Fig. 1: port wiring
Scale: 1 px per um.
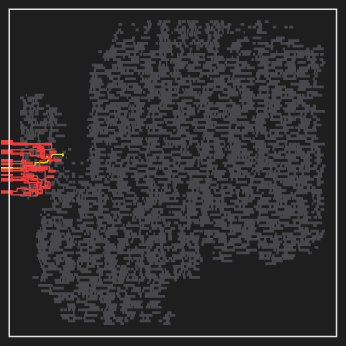
Fig. 2: placement view
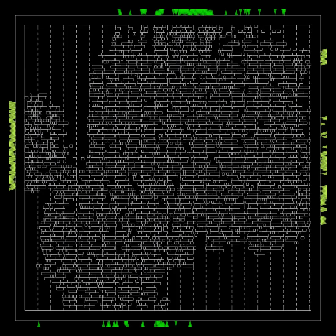
File: config.mk
export PLATFORM = sky130hd
export DESIGN_NAME = branch_target_buffer
export DESIGN_NICKNAME = d
export VERILOG_FILES = /design/src/rtl/branch_target_buffer.sv
export SDC_FILE = /design/constraint.sdc
export NUM_CORES = 1
export LEC_CHECK = 0
export ABC_CLOCK_PERIOD_IN_PS = 13600
export CORE_MARGIN = 10
export CORE_UTILIZATION = 39
export CTS_CLUSTER_DIAMETER = 40
export DETAILED_ROUTE_END_ITERATION = 16
export GPL_ROUTABILITY_DRIVEN = 0
export PLACE_DENSITY = 0.61
export SLEW_MARGIN = 20
export SYNTH_ARGS = -nofsm -noshare
export SYNTH_HDL_FRONTEND = slang
export SYNTH_SLANG_ARGS = --single-unit
File: constraint.sdc
create_clock -name clk -period 13.6 [get_ports clk]
set_input_delay 2.72 -clock clk [delete_from_list [all_inputs] [get_ports clk]]
set_output_delay 2.72 -clock clk [all_outputs]
set_load 0.005 [all_outputs]
File: src/rtl/branch_target_buffer.sv
// branch_target_buffer
//
// Direct-mapped branch target buffer. Each entry holds a valid bit, a tag,
// a branch target and a CTR_BITS-wide saturating direction counter. The
// IF stage reads the table combinationally to get a next-PC prediction.
// The ID stage reports resolved conditional branches. Those reports train
// the table on the next clock edge and raise a combinational mispredict
// flush that carries the corrected PC.
//
// Ports
//   clk, reset        rising-edge clock, synchronous active-high reset
//   lu_valid, lu_pc   IF lookup qualifier and fetch PC
//   pred_hit          a valid entry with a matching tag was found
//   pred_taken        the prediction is taken (counter MSB set on a hit)
//   pred_target       predicted next PC (stored target or lu_pc+4)
//   upd_*             ID-stage resolution: PC, outcome, target, and the
//                     prediction that was carried down the pipe
//   mispredict        flush request for the current resolution
//   correct_pc        redirect PC (upd_target if taken, else upd_pc+4)
//   stat_lookups      saturating count of lu_valid cycles
//   stat_mispredicts  saturating count of mispredict cycles
//
// Qualifier semantics: lu_valid and upd_valid are single-cycle qualifiers
// with no back-pressure. Each cycle in which one of them is high is one
// transaction, and the block always accepts it. The lookup outputs are
// driven every cycle whatever the state of lu_valid. lu_valid only gates
// the statistics.

module branch_target_buffer #(
  parameter int ADDR_W     = 32,
  parameter int INDEX_BITS = 4,
  parameter int TAG_BITS   = 8,
  parameter int CTR_BITS   = 2,
  parameter int STAT_W     = 16
) (
  input  logic              clk,
  input  logic              reset,
  input  logic              lu_valid,
  input  logic [ADDR_W-1:0] lu_pc,
  output logic              pred_hit,
  output logic              pred_taken,
  output logic [ADDR_W-1:0] pred_target,
  input  logic              upd_valid,
  input  logic [ADDR_W-1:0] upd_pc,
  input  logic              upd_taken,
  input  logic [ADDR_W-1:0] upd_target,
  input  logic              upd_pred_taken,
  input  logic [ADDR_W-1:0] upd_pred_target,
  output logic              mispredict,
  output logic [ADDR_W-1:0] correct_pc,
  output logic [STAT_W-1:0] stat_lookups,
  output logic [STAT_W-1:0] stat_mispredicts
);

  localparam int ENTRIES = 1 << INDEX_BITS;

  localparam logic [CTR_BITS-1:0] CTR_MAX     = '1;
  localparam logic [CTR_BITS-1:0] CTR_WEAK_T  = CTR_BITS'(1 << (CTR_BITS - 1));
  localparam logic [CTR_BITS-1:0] CTR_WEAK_NT = CTR_BITS'((1 << (CTR_BITS - 1)) - 1);
  localparam logic [STAT_W-1:0]   STAT_MAX    = '1;

  logic                valid_q  [ENTRIES];
  logic [TAG_BITS-1:0] tag_q    [ENTRIES];
  logic [ADDR_W-1:0]   target_q [ENTRIES];
  logic [CTR_BITS-1:0] ctr_q    [ENTRIES];

  // Address fields. The low two bits address bytes within the instruction
  // and are ignored. PC bits above the tag are not stored, so PCs that
  // differ only there alias to the same entry.
  logic [INDEX_BITS-1:0] lu_idx, upd_idx;
  logic [TAG_BITS-1:0]   lu_tag, upd_tag;

  assign lu_idx  = lu_pc[INDEX_BITS+1:2];
  assign lu_tag  = lu_pc[INDEX_BITS+TAG_BITS+1:INDEX_BITS+2];
  assign upd_idx = upd_pc[INDEX_BITS+1:2];
  assign upd_tag = upd_pc[INDEX_BITS+TAG_BITS+1:INDEX_BITS+2];

  // Lookup. This path reads the registered table only, so an update in the
  // same cycle becomes visible one cycle later.
  always_comb begin
    pred_hit    = valid_q[lu_idx] && (tag_q[lu_idx] == lu_tag);
    pred_taken  = pred_hit && ctr_q[lu_idx][CTR_BITS-1];
    pred_target = pred_taken ? target_q[lu_idx] : lu_pc + ADDR_W'(4);
  end

  // Resolution. A taken branch whose direction was predicted correctly
  // still mispredicts when the carried target differs from the real one.
  always_comb begin
    mispredict = upd_valid &&
                 ((upd_taken != upd_pred_taken) ||
                  (upd_taken && (upd_pred_target != upd_target)));
    correct_pc = upd_taken ? upd_target : upd_pc + ADDR_W'(4);
  end

  logic upd_hit;
  assign upd_hit = valid_q[upd_idx] && (tag_q[upd_idx] == upd_tag);

  // Table training and statistics. Reset takes priority, so an update or a
  // mispredict that arrives in the reset cycle is dropped.
  always_ff @(posedge clk) begin
    if (reset) begin
      for (int i = 0; i < ENTRIES; i++) begin
        valid_q[i]  <= 1'b0;
        tag_q[i]    <= '0;
        target_q[i] <= '0;
        ctr_q[i]    <= CTR_WEAK_NT;
      end
      stat_lookups     <= '0;
      stat_mispredicts <= '0;
    end else begin
      if (lu_valid && (stat_lookups != STAT_MAX))
        stat_lookups <= stat_lookups + STAT_W'(1);
      if (mispredict && (stat_mispredicts != STAT_MAX))
        stat_mispredicts <= stat_mispredicts + STAT_W'(1);

      if (upd_valid) begin
        if (upd_hit) begin
          if (upd_taken) begin
            if (ctr_q[upd_idx] != CTR_MAX)
              ctr_q[upd_idx] <= ctr_q[upd_idx] + CTR_BITS'(1);
            target_q[upd_idx] <= upd_target;
          end else if (ctr_q[upd_idx] != '0) begin
            ctr_q[upd_idx] <= ctr_q[upd_idx] - CTR_BITS'(1);
          end
        end else if (upd_taken) begin
          // A taken branch with no matching entry allocates a new entry,
          // or replaces the alias in that slot, as weakly taken.
          valid_q[upd_idx]  <= 1'b1;
          tag_q[upd_idx]    <= upd_tag;
          target_q[upd_idx] <= upd_target;
          ctr_q[upd_idx]    <= CTR_WEAK_T;
        end
      end
    end
  end

endmodule

==> reports/metrics.csv <==
stage,metric,value,unit
run_status,status,"finished, final reports clean",
synthesis,yosys-top-cells-area,"edfxtp_1 (55%), mux4_2 (14%), and2_1 (9.0%), dfxtp_1 (2.6%), and3_1 (2.3%)",
layout,final-nonclk-buf-share,0.0636,
synthesis,synth-async-reset-ratio,0,
synthesis,fa_ha_area_frac,0.00240,
power_and_ir_drop,combPwrFrac,0.093,
synthesis,top_area_frac,0.553,
cts,cts_buffer_depth,3,
cts,cts_tree,yes,
final_timing,timing.final.crit_share,0.713,
routing,dr_wl_met3,11000,um
power_and_ir_drop,p_int,0.00456,W
floorplan,die_area,106000,sq um
final_timing,relSlewSlack,0.197,
cts,cts_root_buffer,clkbuf_16,
worst_setup_path,endpoint,pred_target[30],
synthesis,ys_ff,720,
final_timing,tightest_slew,1.20,ns
cts,numCtsBuffers,112,
worst_hold_path,holdPathStages,1,
final_timing,hold_slack,0.507,ns
cts,clock_sinks,720,
worst_setup_path,start_kind,input port,
layout,comb_cells,1594,
global_route,grt.overflow.total,0,
worst_setup_path,slowest_delay,0.81,ns
global_route,grtUsageMet2,0.352,
final_timing,rsz0062_at_grt,false,
synthesis,syn_nets,2714,
worst_setup_path,critPathCaptureType,output port,
worst_setup_path,crit_chain,buf_4 > buf_4 > and4_1 > and3_1 > nand2_1 > nor4_2 > and4_1 > nand2_1 > xnor2_1 > mux2_2 > clkdlybuf4s50_1,
place,dp_hpwl,71700,um
floorplan,fp_util,0.392,
job,maxCapViolCount,0,
synthesis,synthFlopType,edfxtp_1,
layout,stdcell_area,44100,sq um
synthesis,synth.top_cells.by_count,"edfxtp_1 (672), and2_1 (525), mux4_2 (232), clkbuf_1 (189), and3_1 (136)",
worst_setup_path,crit_cells,11,
layout,drive_above_1_share,0.208,
synthesis,aoi_share,0.0270,
power_and_ir_drop,leakage,15.4,nW
routing,ant_nets,0,
routing,top_layer,met5,
power_and_ir_drop,pwr_density_cell,136,nW/um^2
synthesis,ys_sh_xor,0.0307,
floorplan,die_h,326,um
synthesis,synth_seq_share,0.580,
worst_setup_path,reg2reg_depth,9,
synthesis,synth_cells,2573,
worst_setup_path,crit_slowest_cell,nor4_2,
power_and_ir_drop,p_total,0.00601,W
synthesis,yosysTopAreaCell,edfxtp_1,
worst_setup_path,r2r_end,tag_q[0][2],
layout,final.signal_buffer_count,286,
global_route,gr-usage-met1,0.276,
cts,holdBufCountCts,0,
synthesis,ys_area,36500,sq um
final_timing,finalMaxSlewViolations,0,
layout,logic_area,14700,sq um
power_and_ir_drop,pg_comb,0.000558,W
Notes on Fig. 1 above:
[`stat_mispredicts`] red | direction: output | edge: left | end cells: 16 | buffers: 16 | wire: 953 um
[`mispredict`] yellow | direction: output | edge: left | end cells: 1 | buffers: 1 | wire: 72.9 um
Buffers on Ports: 232
Ports: 233

Notes on Fig. 2 above:
# rows: 112
seq_cells: 720
fill cell count: 8069
Finished Core Util: 0.474
Finished Layout Cells: 4085

No activity file was given, so power comes from the tool's default toggle rates.
